<file path="config.mk">
export PLATFORM = sky130hd
export DESIGN_NAME = frogger_game_ctrl_flat
export DESIGN_NICKNAME = d
export VERILOG_FILES = /design/src/rtl/frogger_game_ctrl_if.sv /design/src/rtl/frogger_game_ctrl.sv /design/src/flat_wrapper.sv
export SDC_FILE = /design/constraint.sdc
export NUM_CORES = 1
export LEC_CHECK = 0
export ABC_AREA = 1
export CORE_UTILIZATION = 43
export CTS_CLUSTER_DIAMETER = 120
export DETAILED_ROUTE_END_ITERATION = 10
export PLACE_DENSITY_LB_ADDON = 0.3
export SLEW_MARGIN = 40
export SYNTH_ARGS = -nofsm -noshare
export SYNTH_HDL_FRONTEND = slang
export SYNTH_SLANG_ARGS = --single-unit
export TNS_END_PERCENT = 10
</file>
<file path="constraint.sdc">
create_clock -name clk -period 1.55 [get_ports clk]
set_input_delay 0.155 -clock clk [delete_from_list [all_inputs] [get_ports clk]]
set_output_delay 0.155 -clock clk [all_outputs]
set_load 0.005 [all_outputs]
</file>
<file path="src/rtl/frogger_game_ctrl_if.sv">
`default_nettype none
// ============================================================================
//  Module      : frogger_game_ctrl_if
//  Description : Signal bundle between the Frogger game controller and the
//                board side (buttons, car-row datapath, VGA draw logic).
//                Optional macro FROGGER_TIMER_EN adds the time_left signal.
//  Revision    : 1.0 - initial release
// ============================================================================
interface frogger_game_ctrl_if;
    logic       up_n;
    logic       down_n;
    logic       left_n;
    logic       right_n;
    logic       start_n;
    logic [7:0] row_occ;
    logic       lane_step;
    logic [2:0] frog_row;
    logic [7:0] frog_col;
    logic       frog_visible;
    logic [2:0] lives;
    logic [7:0] score;
    logic [2:0] state;
`ifdef FROGGER_TIMER_EN
    logic [7:0] time_left;
`endif

    // Controller side
    modport master (
        input  up_n, down_n, left_n, right_n, start_n, row_occ,
        output lane_step, frog_row, frog_col, frog_visible, lives, score, state
`ifdef FROGGER_TIMER_EN
        , output time_left
`endif
    );

    // Board / datapath / display side
    modport slave (
        output up_n, down_n, left_n, right_n, start_n, row_occ,
        input  lane_step, frog_row, frog_col, frog_visible, lives, score, state
`ifdef FROGGER_TIMER_EN
        , input time_left
`endif
    );
endinterface
`default_nettype wire

</file>
<file path="src/rtl/frogger_game_ctrl.sv">
`default_nettype none
// ============================================================================
//  Module      : frogger_game_ctrl
//  Description : Frogger round sequencer: button debounce, frog moves,
//                lane-advance tick, collision detection, lives/score and the
//                IDLE/PLAY/DEAD/WIN/OVER state machine.
//                Optional macro FROGGER_TIMER_EN adds a per-round countdown.
//  Revision    : 1.0 - initial release
// ============================================================================
module frogger_game_ctrl #(
    parameter int TICK_DIV    = 100000000,
    parameter int DEBOUNCE    = 1000000,
    parameter int LIVES       = 3,
    parameter int FLASH_TICKS = 2
`ifdef FROGGER_TIMER_EN
    , parameter int ROUND_TICKS = 30
`endif
) (
    input  wire logic           clk,
    input  wire logic           reset,
    frogger_game_ctrl_if.master bus
);
    localparam int TW  = $clog2(TICK_DIV);
    localparam int DBW = (DEBOUNCE > 1) ? $clog2(DEBOUNCE) : 1;
    localparam int FW  = $clog2(2 * FLASH_TICKS);

    localparam logic [TW-1:0]  C_TICK_MAX  = TW'(TICK_DIV - 1);
    localparam logic [DBW-1:0] C_DB_MAX    = DBW'(DEBOUNCE - 1);
    localparam logic [FW-1:0]  C_FLASH_MAX = FW'(2 * FLASH_TICKS - 1);
    localparam logic [2:0]     C_LIVES     = 3'(LIVES);
    localparam logic [2:0]     C_HOME_ROW  = 3'd7;
    localparam logic [7:0]     C_HOME_COL  = 8'b0001_0000;

    localparam int C_BTN_UP    = 0;
    localparam int C_BTN_DOWN  = 1;
    localparam int C_BTN_LEFT  = 2;
    localparam int C_BTN_RIGHT = 3;
    localparam int C_BTN_START = 4;

    localparam logic [2:0] S_IDLE = 3'd0;
    localparam logic [2:0] S_PLAY = 3'd1;
    localparam logic [2:0] S_DEAD = 3'd2;
    localparam logic [2:0] S_WIN  = 3'd3;
    localparam logic [2:0] S_OVER = 3'd4;

    logic [4:0]    w_btn_n;
    logic [4:0]    w_press;
    logic [TW-1:0] r_tick_cnt;
    logic          w_tick;
    logic          r_lane_step;
    logic [2:0]    r_state, w_state_nxt;
    logic [2:0]    r_frog_row, w_row_nxt;
    logic [7:0]    r_frog_col, w_col_nxt;
    logic          r_vis, w_vis_nxt;
    logic [2:0]    r_lives, w_lives_nxt;
    logic [7:0]    r_score, w_score_nxt;
    logic [FW-1:0] r_flash_cnt, w_flash_nxt;
    logic          w_danger, w_hit, w_expire, w_fail, w_last_flash;

    assign w_btn_n = {bus.start_n, bus.right_n, bus.left_n, bus.down_n, bus.up_n};

    generate
        for (genvar gi = 0; gi < 5; gi++) begin : g_btn
            logic           r_sync1, r_sync2, r_level, r_press;
            logic [DBW-1:0] r_cnt;
            // Synchronise, require a stable changed level, pulse on the debounced press edge
            always_ff @(posedge clk) begin
                if (reset) begin
                    r_sync1 <= 1'b1;
                    r_sync2 <= 1'b1;
                    r_level <= 1'b1;
                    r_cnt   <= '0;
                    r_press <= 1'b0;
                end else begin
                    r_sync1 <= w_btn_n[gi];
                    r_sync2 <= r_sync1;
                    r_press <= 1'b0;
                    if (r_sync2 == r_level) begin
                        r_cnt <= '0;
                    end else if (r_cnt == C_DB_MAX) begin
                        r_cnt   <= '0;
                        r_level <= r_sync2;
                        r_press <= ~r_sync2;
                    end else begin
                        r_cnt <= r_cnt + 1'b1;
                    end
                end
            end
            assign w_press[gi] = r_press;
        end
    endgenerate

    assign w_tick = (r_tick_cnt == C_TICK_MAX);

    // Free-running tick divider; lane advance only reaches the datapath during play
    always_ff @(posedge clk) begin
        if (reset) begin
            r_tick_cnt  <= '0;
            r_lane_step <= 1'b0;
        end else begin
            r_tick_cnt  <= w_tick ? '0 : r_tick_cnt + 1'b1;
            r_lane_step <= w_tick && (r_state == S_PLAY);
        end
    end

    // Rows 0 (goal), 4 (median) and 7 (start) carry no cars
    assign w_danger     = (r_frog_row != 3'd0) && (r_frog_row != 3'd4) && (r_frog_row != 3'd7);
    assign w_hit        = w_danger && ((bus.row_occ & r_frog_col) != 8'h00);
    assign w_fail       = w_hit || w_expire;
    assign w_last_flash = w_tick && (r_flash_cnt == C_FLASH_MAX);

`ifdef FROGGER_TIMER_EN
    logic [7:0] r_time_left;
    // Round countdown: reload on every entry to play, count down on lane steps
    always_ff @(posedge clk) begin
        if (reset) begin
            r_time_left <= '0;
        end else if ((w_state_nxt == S_PLAY) && (r_state != S_PLAY)) begin
            r_time_left <= 8'(ROUND_TICKS);
        end else if ((r_state == S_PLAY) && r_lane_step && (r_time_left != 8'd0)) begin
            r_time_left <= r_time_left - 8'd1;
        end
    end
    assign w_expire      = (r_state == S_PLAY) && (r_time_left == 8'd0);
    assign bus.time_left = r_time_left;
`else
    assign w_expire = 1'b0;
`endif

    // State register
    always_ff @(posedge clk) begin
        if (reset) r_state <= S_IDLE;
        else       r_state <= w_state_nxt;
    end

    // Next-state decode
    always_comb begin
        w_state_nxt = r_state;
        case (r_state)
            S_IDLE, S_OVER: if (w_press[C_BTN_START]) w_state_nxt = S_PLAY;
            S_PLAY: begin
                if (w_fail)                   w_state_nxt = S_DEAD;
                else if (r_frog_row == 3'd0)  w_state_nxt = S_WIN;
            end
            S_DEAD: if (w_last_flash) w_state_nxt = (r_lives == 3'd0) ? S_OVER : S_PLAY;
            S_WIN:  if (w_last_flash) w_state_nxt = S_PLAY;
            default: w_state_nxt = S_IDLE;
        endcase
    end

    // Output decode: next frog position, visibility, lives, score and flash count
    always_comb begin
        w_row_nxt   = r_frog_row;
        w_col_nxt   = r_frog_col;
        w_vis_nxt   = r_vis;
        w_lives_nxt = r_lives;
        w_score_nxt = r_score;
        w_flash_nxt = r_flash_cnt;
        case (r_state)
            S_IDLE, S_OVER: begin
                if (w_press[C_BTN_START]) begin
                    w_lives_nxt = C_LIVES;
                    w_score_nxt = 8'd0;
                    w_row_nxt   = C_HOME_ROW;
                    w_col_nxt   = C_HOME_COL;
                    w_vis_nxt   = 1'b1;
                end
            end
            S_PLAY: begin
                // Collision beats a win check, which beats any move this cycle
                if (w_fail) begin
                    w_lives_nxt = (r_lives == 3'd0) ? 3'd0 : r_lives - 3'd1;
                    w_flash_nxt = '0;
                end else if (r_frog_row == 3'd0) begin
                    w_score_nxt = (r_score == 8'hFF) ? r_score : r_score + 8'd1;
                    w_flash_nxt = '0;
                end else if (w_press[C_BTN_UP]) begin
                    w_row_nxt = r_frog_row - 3'd1;
                end else if (w_press[C_BTN_DOWN]) begin
                    if (r_frog_row != 3'd7) w_row_nxt = r_frog_row + 3'd1;
                end else if (w_press[C_BTN_LEFT]) begin
                    if (!r_frog_col[7]) w_col_nxt = r_frog_col << 1;
                end else if (w_press[C_BTN_RIGHT]) begin
                    if (!r_frog_col[0]) w_col_nxt = r_frog_col >> 1;
                end
            end
            S_DEAD, S_WIN: begin
                if (w_tick) begin
                    if (r_flash_cnt == C_FLASH_MAX) begin
                        w_row_nxt   = C_HOME_ROW;
                        w_col_nxt   = C_HOME_COL;
                        w_vis_nxt   = (w_state_nxt != S_OVER);
                        w_flash_nxt = '0;
                    end else begin
                        w_vis_nxt   = ~r_vis;
                        w_flash_nxt = r_flash_cnt + 1'b1;
                    end
                end
            end
            default: ;
        endcase
    end

    // Game datapath registers
    always_ff @(posedge clk) begin
        if (reset) begin
            r_frog_row  <= C_HOME_ROW;
            r_frog_col  <= C_HOME_COL;
            r_vis       <= 1'b1;
            r_lives     <= C_LIVES;
            r_score     <= 8'd0;
            r_flash_cnt <= '0;
        end else begin
            r_frog_row  <= w_row_nxt;
            r_frog_col  <= w_col_nxt;
            r_vis       <= w_vis_nxt;
            r_lives     <= w_lives_nxt;
            r_score     <= w_score_nxt;
            r_flash_cnt <= w_flash_nxt;
        end
    end

    assign bus.lane_step    = r_lane_step;
    assign bus.frog_row     = r_frog_row;
    assign bus.frog_col     = r_frog_col;
    assign bus.frog_visible = r_vis;
    assign bus.lives        = r_lives;
    assign bus.score        = r_score;
    assign bus.state        = r_state;

endmodule
`default_nettype wire

</file>
<file path="src/flat_wrapper.sv">
// flat-port wrapper written by rule: the top's interface ports become plain ports
module frogger_game_ctrl_flat 
#(
    parameter int TICK_DIV    = 100000000,
    parameter int DEBOUNCE    = 1000000,
    parameter int LIVES       = 3,
    parameter int FLASH_TICKS = 2

)
  (clk, reset, bus_up_n, bus_down_n, bus_left_n, bus_right_n, bus_start_n, bus_row_occ, bus_lane_step, bus_frog_row, bus_frog_col, bus_frog_visible, bus_lives, bus_score, bus_state);
  frogger_game_ctrl_if bus_i ();
  input  wire logic clk;
  input  wire logic reset;
  input wire logic [$bits(bus_i.up_n)-1:0] bus_up_n;
  input wire logic [$bits(bus_i.down_n)-1:0] bus_down_n;
  input wire logic [$bits(bus_i.left_n)-1:0] bus_left_n;
  input wire logic [$bits(bus_i.right_n)-1:0] bus_right_n;
  input wire logic [$bits(bus_i.start_n)-1:0] bus_start_n;
  input wire logic [$bits(bus_i.row_occ)-1:0] bus_row_occ;
  output wire logic [$bits(bus_i.lane_step)-1:0] bus_lane_step;
  output wire logic [$bits(bus_i.frog_row)-1:0] bus_frog_row;
  output wire logic [$bits(bus_i.frog_col)-1:0] bus_frog_col;
  output wire logic [$bits(bus_i.frog_visible)-1:0] bus_frog_visible;
  output wire logic [$bits(bus_i.lives)-1:0] bus_lives;
  output wire logic [$bits(bus_i.score)-1:0] bus_score;
  output wire logic [$bits(bus_i.state)-1:0] bus_state;
  assign bus_i.up_n = bus_up_n;
  assign bus_i.down_n = bus_down_n;
  assign bus_i.left_n = bus_left_n;
  assign bus_i.right_n = bus_right_n;
  assign bus_i.start_n = bus_start_n;
  assign bus_i.row_occ = bus_row_occ;
  assign bus_lane_step = bus_i.lane_step;
  assign bus_frog_row = bus_i.frog_row;
  assign bus_frog_col = bus_i.frog_col;
  assign bus_frog_visible = bus_i.frog_visible;
  assign bus_lives = bus_i.lives;
  assign bus_score = bus_i.score;
  assign bus_state = bus_i.state;
  frogger_game_ctrl #(.TICK_DIV(TICK_DIV), .DEBOUNCE(DEBOUNCE), .LIVES(LIVES), .FLASH_TICKS(FLASH_TICKS)) u_core (.clk(clk), .reset(reset), .bus(bus_i));
endmodule
</file>
run_1/final_placement.png
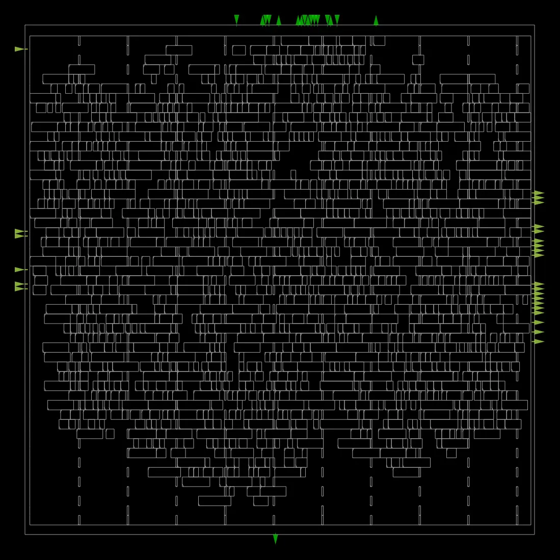
Final Core Density: 59.2%
Seq area share: 30.6%
Fillers: 1752

run_1/pins.png
Pins as bars across the die edge, other pins in gray.
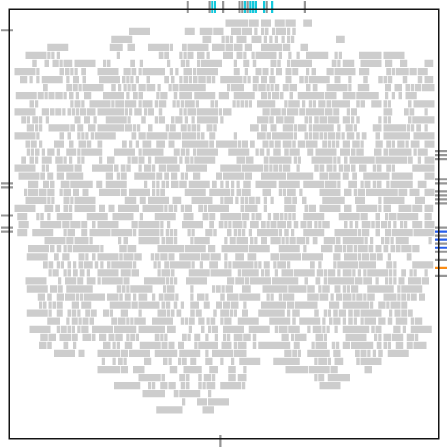
color	port	pins	direction	edge
cyan	bus_row_occ	8	input	top
blue	bus_lives	3	output	right
orange	bus_lane_step	1	output	right
all pins by edge	19 right, 16 top, 6 left, 1 bottom

run_1/metal_stack.png
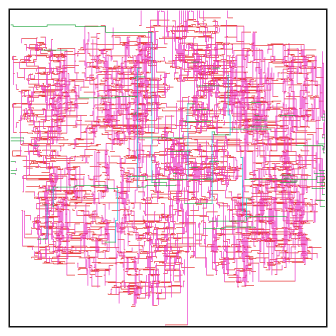
color	layer	wire length
red	met1	9260 um
green	met3	567 um
magenta	met2	10300 um
cyan	met4	301 um

==> results.cfg, run 1 <==
; yosys + openroad results
[setup_path]
slowest_delay_ps = 330
worstSetupEndpointType = flop
path_delay_family = simple AND/OR/NAND/NOR gates
critical_path_buf_inv_count = 2
crit_fanout = 6
slowest_stage = dfxtp_2
worst_setup_path_start_kind = flop
cp_cell_sequence = inv_2 > nand2_1 > nor2_1 > nand2_1 > nor2_2 > nand2_4 > nand2_8 > buf_6 > nand3_4 > nand2_2 > nand2_2 > nor2_1
crit_required_ps = 1920
crit_arrival_ps = 1930
critical_path_class = flop to flop

[power]
peakVddDrop_mv = 0.798
power.leakage_uw = 0.00444
powerDensity_mw_per_mm2 = 792
p_total_uw = 9260

[routing]
drt_wl_total_mm = 20.4
vias_per_cell = 4.86
ant_nets = 0
vias = 8098
drtPass1Iterations = 5
drtIter0Drc = 393
wire_per_inst_um = 12.2

[clock_tree]
clock_path_buffers = 2
clock-sinks = 176
cts_buffers = 17
clk_pin_slew_ps = 70
cts_max_level = 4
root_buffer = clkbuf_16
cts_tree = built
clkLatencyLatePin_ps = 430
hold_buffers = 0

[synth]
edf_count = 0
top_cells_by_area = dfxtp_1 40%, nand2_1 9.9%, nor2_1 7.5%, inv_1 6.4%, nand3_1 4.2%
synth.top_cells.by_count = 231 x nand2_1, 176 x dfxtp_1, 175 x nor2_1
synth_cell_types = 45
syn_area_mm2 = 0.00874
async_flop_share_pct = 0
ys_area_mm2 = 0.00874
synthesis.nets = 1231
synth.largest_area_cell = dfxtp_1
synthMostInstantiatedCell = nand2_1
ys.flops = 176
synth_seq_share_pct = 40.3
yosys_cells = 1207
synth.top_cell.area_share_pct = 40.3
synth_cells = 1207
syn_avg_cell_area_um2 = 7.24
synthFlopType = dfxtp_1

[grt]
met3_usage_pct = 3.71
antenna_found_initial = 0
gr-max-usage-layer = met2
track_usage_pct = 19.3
grt_overflow = 0
met2_usage_pct = 34.5
grt_max_degree = 28
grt_pass1_wl_mm = 32.5
use_met1_pct = 22.8
grt_pass1_vias = 7491

[finish]
combGateArea_mm2 = 0.00499
diodes = 0
layout-area-overhead-vs-synth_pct = 33.7
drive_gt1_share_pct = 27.1
fin_nets = 1413
flop_area_mm2 = 0.00357

[placed_design]
port_buffers = 41
place_congestion = 0.853
dp_hpwl_mm = 14.2
place_ws_ps = -126

[floorplanning]
fp.dieW_um = 145
io_pins = 42
core.rowCount = 51
fp.dieH_um = 145
core_mm2 = 0.0197
dieArea_mm2 = 0.0209
fp_util_pct = 44.3

[hold_path]
hp-class = primary input to flop

[status]
status = finished with violations
violations = setup timing

[sta]
period_needed_ps = 1570
clock_skew_ps = 7.30
setup_viol = 4
setup-tns-final_ps = -40.3
worst_pin_slew_ps = 308
max_freq_mhz = 638
timing.final.ws_setup_ps = -18.0
finalHoldViolCount = 0
fin_crit_sh_pct = 101
rsz0062_at_grt = true
slew_violations = 0
slew_headroom_pct = 79.3

[job]
drv_cap = 0
warning_count = 28
==> run 1: power by group <==
part	internal, uW	total [uW]	leakage, uW	switching [uW]
Sequential	4540	4560	0.00143	15.9
Clock	2630	4480	0.000285	1850
Combinational	117	225	0.00272	108
Total	7290	9260	0.00444	1970
==> run 1: path summary, 6_finish.rpt <==
check | from | to | slack, ps | cells after the start
min reg2reg | u_core.g_btn[4].r_sync1$_SDFF_PP1_ | u_core.g_btn[4].r_sync2$_SDFF_PP1_ | 410 | 1
max reg2reg | u_core.r_tick_cnt[8]$_SDFF_PP0_ | u_core.bus.frog_col[5]$_SDFFE_PP0P_ | -20 | 12
max | u_core.r_tick_cnt[8]$_SDFF_PP0_ | u_core.bus.frog_col[5]$_SDFFE_PP0P_ | -20 | 12
min | bus_left_n | u_core.g_btn[2].r_sync1$_SDFF_PP1_ | 300 | 2
==> run 1: layer usage <==
layer  wire [um]  vias up
li1            -     4269
met1        9260     3702
met2       10300      104
met3         566       23
met4         301        0
met5           0        -
==> run 1: placed cells by master (no fill, tap or decap), types with 11 or more instances in the layout <==
cell type          n
nor2_4            22
nor3_1            36
nand2_1          214
o21ai_0           13
inv_1            144
nand3_1           60
buf_4            130
nor2_2            20
nand4_1           43
nor3_2            14
nor2_1           160
nand3_2           16
dfxtp_2           25
xor2_1            36
or2_2             26
xnor2_1           16
a21oi_1           58
inv_2             11
clkbuf_16         19
dfxtp_1          147
nand2_2           26
clkdlybuf4s50_1   27
==> run 1: cell families after synthesis <==
| group | Yosys count | synth area share [%] |
|---|---|---|
| simple gates | 690 | 38.5 |
| buf+inv | 177 | 8.11 |
| fa+ha+maj | 9 | 1.37 |
| xor+xnor | 53 | 5.31 |
| flops | 176 | 40.3 |
| compound gates | 102 | 6.43 |
==> run 1: through the flow <==
stage | cell area (um^2) | cells | hold WS [ps]
after global routing | 11700 | 1666 | 303
after floorplan | 8740 | 1207 | 259
after CTS | 11100 | 1654 | 290
after detailed placement | 10400 | 1622 | 393
final | 11700 | 1666 | 304
after global placement | 10400 | 1622 | 391
==> run 1: sequential cells by signal (all words and copies together), names as in the netlist <==
| signal | cells |
|---|---|
| u_core.bus.frog_visible | 1 |
| u_core.g_btn.r_sync2 | 5 |
| u_core.g_btn.r_press | 5 |
| u_core.g_btn.r_level | 5 |
| u_core.r_tick_cnt | 27 |
| u_core.bus.score | 8 |
| u_core.bus.lives | 3 |
| u_core.bus.frog_col | 8 |
| u_core.g_btn.r_sync1 | 5 |
| u_core.bus.state | 3 |
| u_core.bus.frog_row | 3 |
| u_core.bus.lane_step | 1 |
| u_core.g_btn.r_cnt | 100 |
| u_core.r_flash_cnt | 2 |
==> run 1: cell type report <==
cell class,count,share of cell area (%)
Multi-Input combinational cell,855,42.7
Sequential cell,176,30.6
Timing Repair Buffer,183,13.6
Inverter,156,5.03
Clock buffer,20,3.91
Tap cell,265,2.84
Clock inverter,11,1.33
==> run 1: timing repair <==
| item | CTS | global route |
|---|---|---|
| cloned | 0 | 3 |
| setup buffers | 1 | 9 |
| endpoints found under the hold margin | 0 | 0 |
| endpoints found under the setup margin | 93 | 151 |
| resized | 46 | 119 |
| pin swaps | 7 | 31 |
==> run 2, diff against run 1 <==
Settings changed: CAP_MARGIN set to 0, CELL_PAD_IN_SITES_DETAIL_PLACEMENT set to 0, CELL_PAD_IN_SITES_GLOBAL_PLACEMENT set to 1, CORE_UTILIZATION 43 to 40, GPL_TIMING_DRIVEN set to 1.
run_2/cell_classes.png
Fill, decap, tap and diode cells in gray.
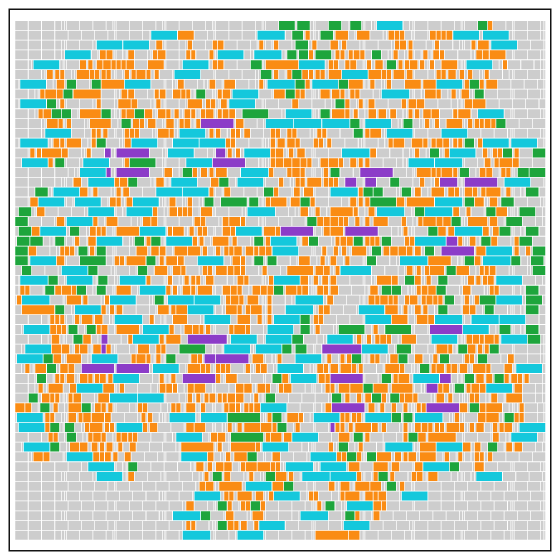
color	class	cells	share of their area
orange	all other logic	1010	48%
purple	clock drivers and dummy loads	32	5.1%
green	other buffers and delay cells	201	15%
cyan	flip-flops	176	31%

run_2/clock_map.png
Scale bar: 50 um.
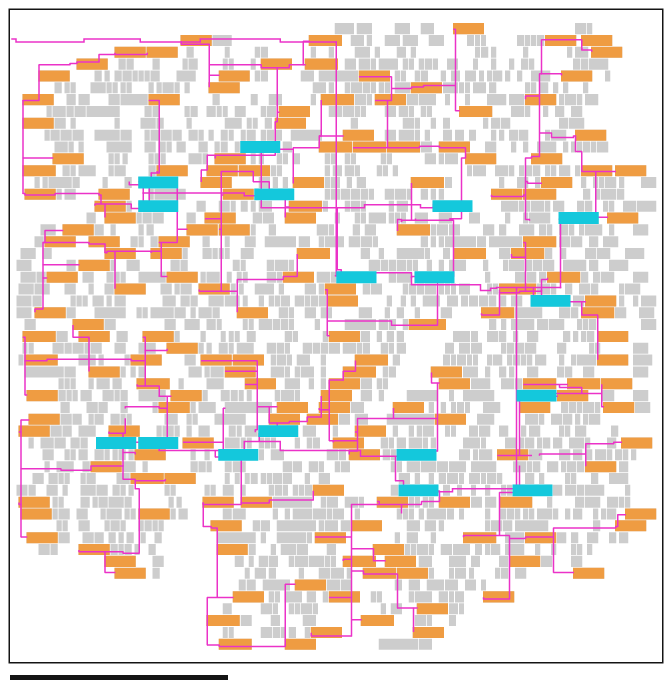
[cyan] cells driving clock nets | count: 17
[orange] flip-flops | count: 176
[magenta] clock wires | length: 2190 um
flops lie	all over the die
routed clock nets	18

==> results.cfg, run 2 <==
; yosys + openroad results
[status]
status = finished with violations
violations = setup timing

[sta]
slew_headroom_pct = 74.9
timing.final.ws_setup_ps = -96.9
worst_pin_slew_ps = 375
fin_crit_sh_pct = 106
max_freq_mhz = 607
clock_skew_ps = 8.49
fin_hold_ws_ps = 286
slew_violations = 0
period_needed_ps = 1650
finalHoldViolCount = 0
rsz0062_at_grt = true
setup_viol = 9

[grt]
use_met1_pct = 25.2
grt_pass1_wl_mm = 33.9
gr-max-usage-layer = met2
grt_overflow = 0
met3_usage_pct = 3.96
track_usage_pct = 18.6
antenna_found_initial = 0
grt_max_degree = 21
met2_usage_pct = 30.2

[setup_path]
path_delay_family = simple AND/OR/NAND/NOR gates
slowest_stage = or3_1
crit_fanout = 3
critical_path_class = flop to flop
reg2reg_depth = 9
rr_startpoint = u_core.g_btn[1].r_cnt[1]$_SDFF_PP0_
crit_arrival_ps = 1970
worstSetupEndpointType = flop
worst_setup_path_start_kind = flop
slowest_delay_ps = 390
crit_required_ps = 1870
timing.rr.end = u_core.g_btn[1].r_level$_SDFFE_PP1P_
cp_cell_sequence = ha_4 > nand2_4 > nor2_4 > nand2_2 > nor2_4 > nand3_4 > or3_1 > o21ai_1 > inv_1

[clock_tree]
cts_buffers = 17
clock_path_buffers = 2
cts_tree = built
cts_max_level = 4
clock-sinks = 176
clkLatencyLatePin_ps = 430
clk_pin_slew_ps = 60

[routing]
drt_wl_total_mm = 20.1
drtPass1Iterations = 5
vias_per_cell = 4.78
wire_per_inst_um = 11.9
drtIter0Drc = 350
vias = 8104
drc = 0

[finish]
layout.cells.most_common = nand2_1
fin_cells = 1694
fin_nets = 1430
largestRegisters = u_core.g_btn.r_cnt x100, u_core.r_tick_cnt x27
layout-area-overhead-vs-synth_pct = 34.9
final_cell_mix = 217 x nand2_1, 158 x nor2_1, 150 x buf_4
diodes = 0
largest_register_ffs = 100
finalCoreUtilization_pct = 55.6
largest_register = u_core.g_btn.r_cnt

[synth]
synth_cells = 1207
synth_cell_types = 45
ys_area_mm2 = 0.00874
synth.top_cell.area_share_pct = 40.3
synthMostInstantiatedCell = nand2_1
synth_seq_share_pct = 40.3
syn_avg_cell_area_um2 = 7.24
async_flop_share_pct = 0
synthFlopType = dfxtp_1
synth.top_cells.by_count = 231 x nand2_1, 176 x dfxtp_1, 175 x nor2_1
synth.largest_area_cell = dfxtp_1
edf_count = 0
top_cells_by_area = dfxtp_1 40%, nand2_1 9.9%, nor2_1 7.5%, inv_1 6.4%, nand3_1 4.2%
yosys_cells = 1207
syn_area_mm2 = 0.00874
synthesis.nets = 1231

[job]
drv_cap = 0
warning_count = 28

[floorplanning]
io_pins = 42
core.rowCount = 53
core_mm2 = 0.0212
dieArea_mm2 = 0.0224
fp_util_pct = 41.2

[power]
peakVddDrop_mv = 0.612
powerDensity_mw_per_mm2 = 766
power.leakage_uw = 0.00463

[hold_path]
hold_depth = 2
hp-class = primary input to flop
min-delay-start = bus_right_n
min_delay_worst_endpoint = u_core.g_btn[3].r_sync1$_SDFF_PP1_

[placed_design]
dpl.cell_count = 1655
dp_hpwl_mm = 14.9
port_buffers = 41
[run 2: layer usage]
metal  vias to the layer above  wire, um  part of all wire (%)
li1                       4300         -                     -
met1                      3702     10000                    50
met2                        91      9410                    47
met3                        11       561                   2.8
met4                         0       137                  0.68
met5                         -         0                     0
[run 2: kinds of logic after synthesis]
logic type / count (synthesis) / synth area share, %
AND/OR/NAND/NOR: 690 / 38.5
XOR/XNOR: 53 / 5.31
AND-OR/OR-AND: 102 / 6.43
adder cells (fa/ha/maj): 9 / 1.37
buffers and inverters: 177 / 8.11
flip-flops: 176 / 40.3
[run 2: how the worst max path moves through the flow]
stage	endpoint	cells after the start	slack [ps]	from
2_1_floorplan	u_core.bus.frog_row[0]$_SDFFE_PP1P_	12	0.5	u_core.r_tick_cnt[0]$_SDFF_PP0_
3_3_place_gp	u_core.bus.frog_col[4]$_SDFFE_PP1P_	11	-230	bus_row_occ[3]
3_5_place_dp	u_core.bus.frog_col[1]$_SDFFE_PP0P_	11	-250	bus_row_occ[3]
4_1_cts	u_core.bus.frog_row[1]$_SDFFE_PP1P_	12	-50	u_core.r_tick_cnt[0]$_SDFF_PP0_
5_1_grt	u_core.g_btn[1].r_level$_SDFFE_PP1P_	9	-170	u_core.g_btn[1].r_cnt[1]$_SDFF_PP0_
6_report	u_core.g_btn[1].r_level$_SDFFE_PP1P_	9	-100	u_core.g_btn[1].r_cnt[1]$_SDFF_PP0_
[run 2: final cells by class]
type	instances	area (um^2)
flip-flops and latches	176	3570
multi-input cells	854	4950
inverters	156	586
well taps	275	344
fillers	2017	9430
clock inverters	11	130
repair buffers	201	1750
clock buffers	21	450
[run 2: per-stage QoR]
| stage | area [um^2] | TNS, ps | setup WS [ps] | power, uW |
|---|---|---|---|---|
| floorplan | 8740 | 0 | 0.537 | 4740 |
| global placement | 10600 | -2960 | -228 | 4860 |
| detailed placement | 10600 | -3330 | -254 | 4860 |
| CTS | 11300 | -1030 | -54.1 | 9140 |
| global route | 11800 | -4510 | -168 | 9380 |
| finish | 11800 | -298 | -96.9 | 9030 |
[run 2: power breakdown]
group	total [uW]	internal [uW]	switching [uW]	leakage [uW]
registers	4560	4540	15.6	0.00143
clock network	4250	2440	1810	0.000282
logic	219	114	105	0.00292
total	9030	7090	1940	0.00463
[run 2: what timing repair did]
item,in CTS,in global routing
cloned,0,2
setup buffers,1,4
resized,38,124
hold buffers,0,0
setup endpoints to repair,82,176
pin swaps,3,25
==> run 3, diff against run 2 <==
Settings changed: CORE_UTILIZATION 40 to 43.
Clock period 1.55 ns to 1.96 ns, I/O delays scaled along.
run_3/metal_stack.png
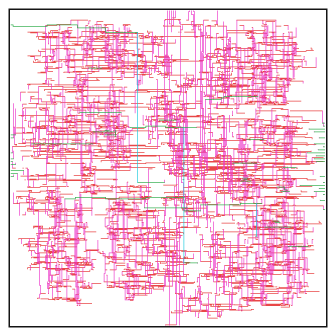
final wirelength: 18.1 mm
GRT Util Overall: 19.0%
detailed-route via count: 7469
wire per inst: 11.7 um

run_3/clock_map.png
Scale bar: 50 um.
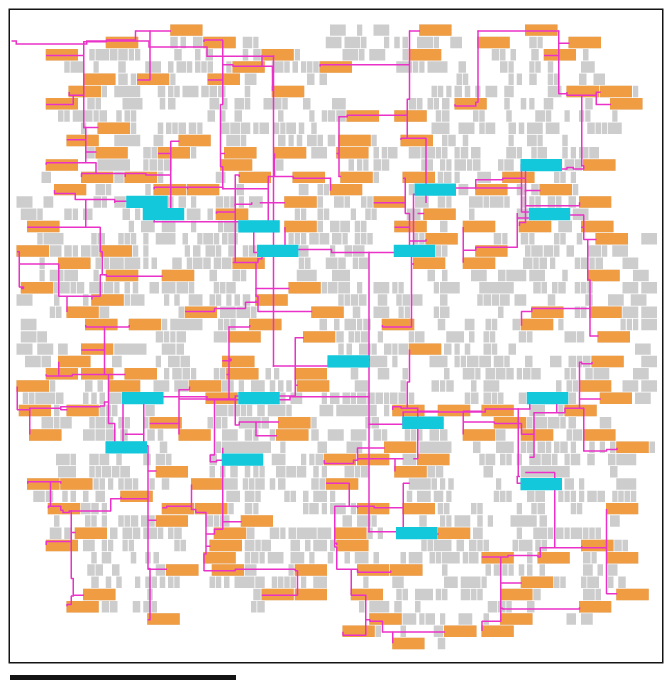
worst skew pair latency: 430 ps
clock power share: 47.6%
clock-net power: 3390 uW
Setup Skew: 12.0 ps

==> results.cfg, run 3 <==
; yosys + openroad results
[power]
p_total_uw = 7130
peakVddDrop_mv = 0.522
p_switching_uw = 1520
power.leakage_uw = 0.00365
p_int_uw = 5610
netSwitchingFraction_pct = 21.4
p_seq_share_pct = 50.5
powerDensity_mw_per_mm2 = 700
power_frac_comb_pct = 1.9

[synth]
top_cells_by_area = dfxtp_1 40%, nand2_1 9.9%, nor2_1 7.5%, inv_1 6.4%, nand3_1 4.2%
yosys_cells = 1207
synth_cells = 1207
syn_area_mm2 = 0.00874
synthesis.nets = 1231
synth_cell_types = 45
syn_avg_cell_area_um2 = 7.24
synth.largest_area_cell = dfxtp_1
synthFlopType = dfxtp_1
ys_area_mm2 = 0.00874
synthMostInstantiatedCell = nand2_1
async_flop_share_pct = 0
synth.top_cells.by_count = 231 x nand2_1, 176 x dfxtp_1, 175 x nor2_1
yosys_warnings = 0
edf_count = 0
synth.top_cell.area_share_pct = 40.3
synth_seq_share_pct = 40.3
ys.flops = 176

[floorplanning]
fp.dieW_um = 145
fp_util_pct = 44.3
fp.dieH_um = 145
dieArea_mm2 = 0.0209
io_pins = 42
core.rowCount = 51
core_mm2 = 0.0197

[routing]
ant_nets = 0
drc = 0
vias_per_cell = 4.82
drtIter0Drc = 405
drtPass1Iterations = 5

[setup_path]
worst_setup_path_start_kind = flop
path_delay_family = simple AND/OR/NAND/NOR gates
cp_cell_sequence = ha_1 > nand2_1 > nor2_4 > nand2_4 > nor2_4 > nand2_2 > nand2_4 > nand3_2 > nor2_1 > nor2_1
crit_arrival_ps = 2110
critical_path_buf_inv_count = 0
crit_required_ps = 2270
slowest_delay_ps = 350
slowest_stage = dfxtp_1
crit_fanout = 12
worstSetupEndpointType = flop
critical_path_class = flop to flop

[clock_tree]
clock-sinks = 176
hold_buffers = 0
post-cts-setup-buffers = 0
clock_path_buffers = 2
root_buffer = clkbuf_16
clk_pin_slew_ps = 70
cts_tree = built
cts_max_level = 4
cts_buffers = 17

[grt]
grt_max_degree = 28
antenna_found_initial = 0
grt_pass1_vias = 6932
grt_pass1_wl_mm = 31.7
grt_overflow = 0

[sta]
fin_crit_sh_pct = 92.0
setup-tns-final_ps = 0
finalHoldViolCount = 0
period_needed_ps = 1800
slew_violations = 0
max_freq_mhz = 554
setup_viol = 0
slew_headroom_pct = 72.5
worst_pin_slew_ps = 409
rsz0062_at_grt = false
fin_hold_ws_ps = 330

[finish]
layout-area-overhead-vs-synth_pct = 16.6
fin_nets = 1295
largest_register_ffs = 100
diodes = 0
final_cell_mix = 231 x nand2_1, 176 x dfxtp_1, 175 x nor2_1
finalInstanceArea_mm2 = 0.0102
drive_gt1_share_pct = 12.3
largest_register = u_core.g_btn.r_cnt
layout.cells.most_common = nand2_1
largestRegisters = u_core.g_btn.r_cnt x100, u_core.r_tick_cnt x27

[job]
warning_count = 26
drv_cap = 0

[status]
status = completed

[placed_design]
postPlaceCellArea_mm2 = 0.00959
port_buffers = 41
dp_hpwl_mm = 13.5
place_congestion = 0.812

[hold_path]
hp-class = primary input to flop
-- run 3: cell counts after synthesis --
No cell type changed its count.
-- run 3: path summary, 6_finish.rpt --
kind / startpoint / endpoint / slack, ps / cells past startpoint
max: u_core.r_tick_cnt[0]$_SDFF_PP0_ / u_core.bus.frog_col[1]$_SDFFE_PP0P_ / 160 / 10
min: bus_right_n / u_core.g_btn[3].r_sync1$_SDFF_PP1_ / 330 / 2
max reg2reg: u_core.r_tick_cnt[0]$_SDFF_PP0_ / u_core.bus.frog_col[1]$_SDFFE_PP0P_ / 160 / 10
min reg2reg: u_core.g_btn[1].r_sync1$_SDFF_PP1_ / u_core.g_btn[1].r_sync2$_SDFF_PP1_ / 410 / 1
-- run 3: layout make-up --
type                    count  area, um^2
clock buffers              20         457
inverters                 156         586
flip-flops and latches    176        3520
clock inverters            12         133
repair buffers             66         648
well taps                 265         332
multi-input cells         854        4510
fillers                  1978        9530
-- run 3: per-stage QoR --
step	utilization [%]	setup slack, ps	instances
floorplan	-	389	1207
global placement	48.7	119	1517
detailed placement	48.7	101	1517
CTS	51.6	147	1549
global route	51.7	3.54	1549
finish	51.7	156	1549
-- run 3: logic make-up (layout without fill, tap and decap cells) --
kind of cell,after synthesis,after routing,synth area share [%]
and+or+nand+nor,690,690,38.5
buffers and inverters,177,254,8.11
DFF,176,176,40.3
AOI/OAI and AO/OA,102,102,6.43
xor gates and xnor gates,53,53,5.31
adders and majority gates,9,9,1.37
-- run 3: worst register-to-register path, delay by kind of cell (launching register included) --
| kind | cells | cell delay (ps) |
|---|---|---|
| and+or+nand+nor | 9 | 1180 |
| DFF | 1 | 350 |
| adders and majority gates | 1 | 170 |
-- run 3: what timing repair did --
| item | in CTS | in global routing |
|---|---|---|
| resized | 0 | 1 |
| hold endpoints to repair | 0 | 0 |
| endpoints found under the setup margin | 0 | 4 |
-- run 3: metal layers --
layer | up-vias | global-route usage (%) | part of all wire (%)
li1 | 4020 | - | -
met1 | 3351 | 26.5 | 53
met2 | 89 | 29.6 | 43
met3 | 9 | 4.14 | 2.7
met4 | 0 | 4.71 | 0.80
met5 | - | 0 | 0
-- run 3: power by group through the flow --
stage / clock, uW / combinational [uW] / sequential, uW
after global placement: 0 / 133 / 3680
after floorplan: 0 / 68.6 / 3680
after detailed placement: 0 / 133 / 3680
final: 3390 / 132 / 3600
after CTS: 3490 / 134 / 3600
after global routing: 3630 / 147 / 3600
No activity file was given, so power comes from the tool's default toggle rates.
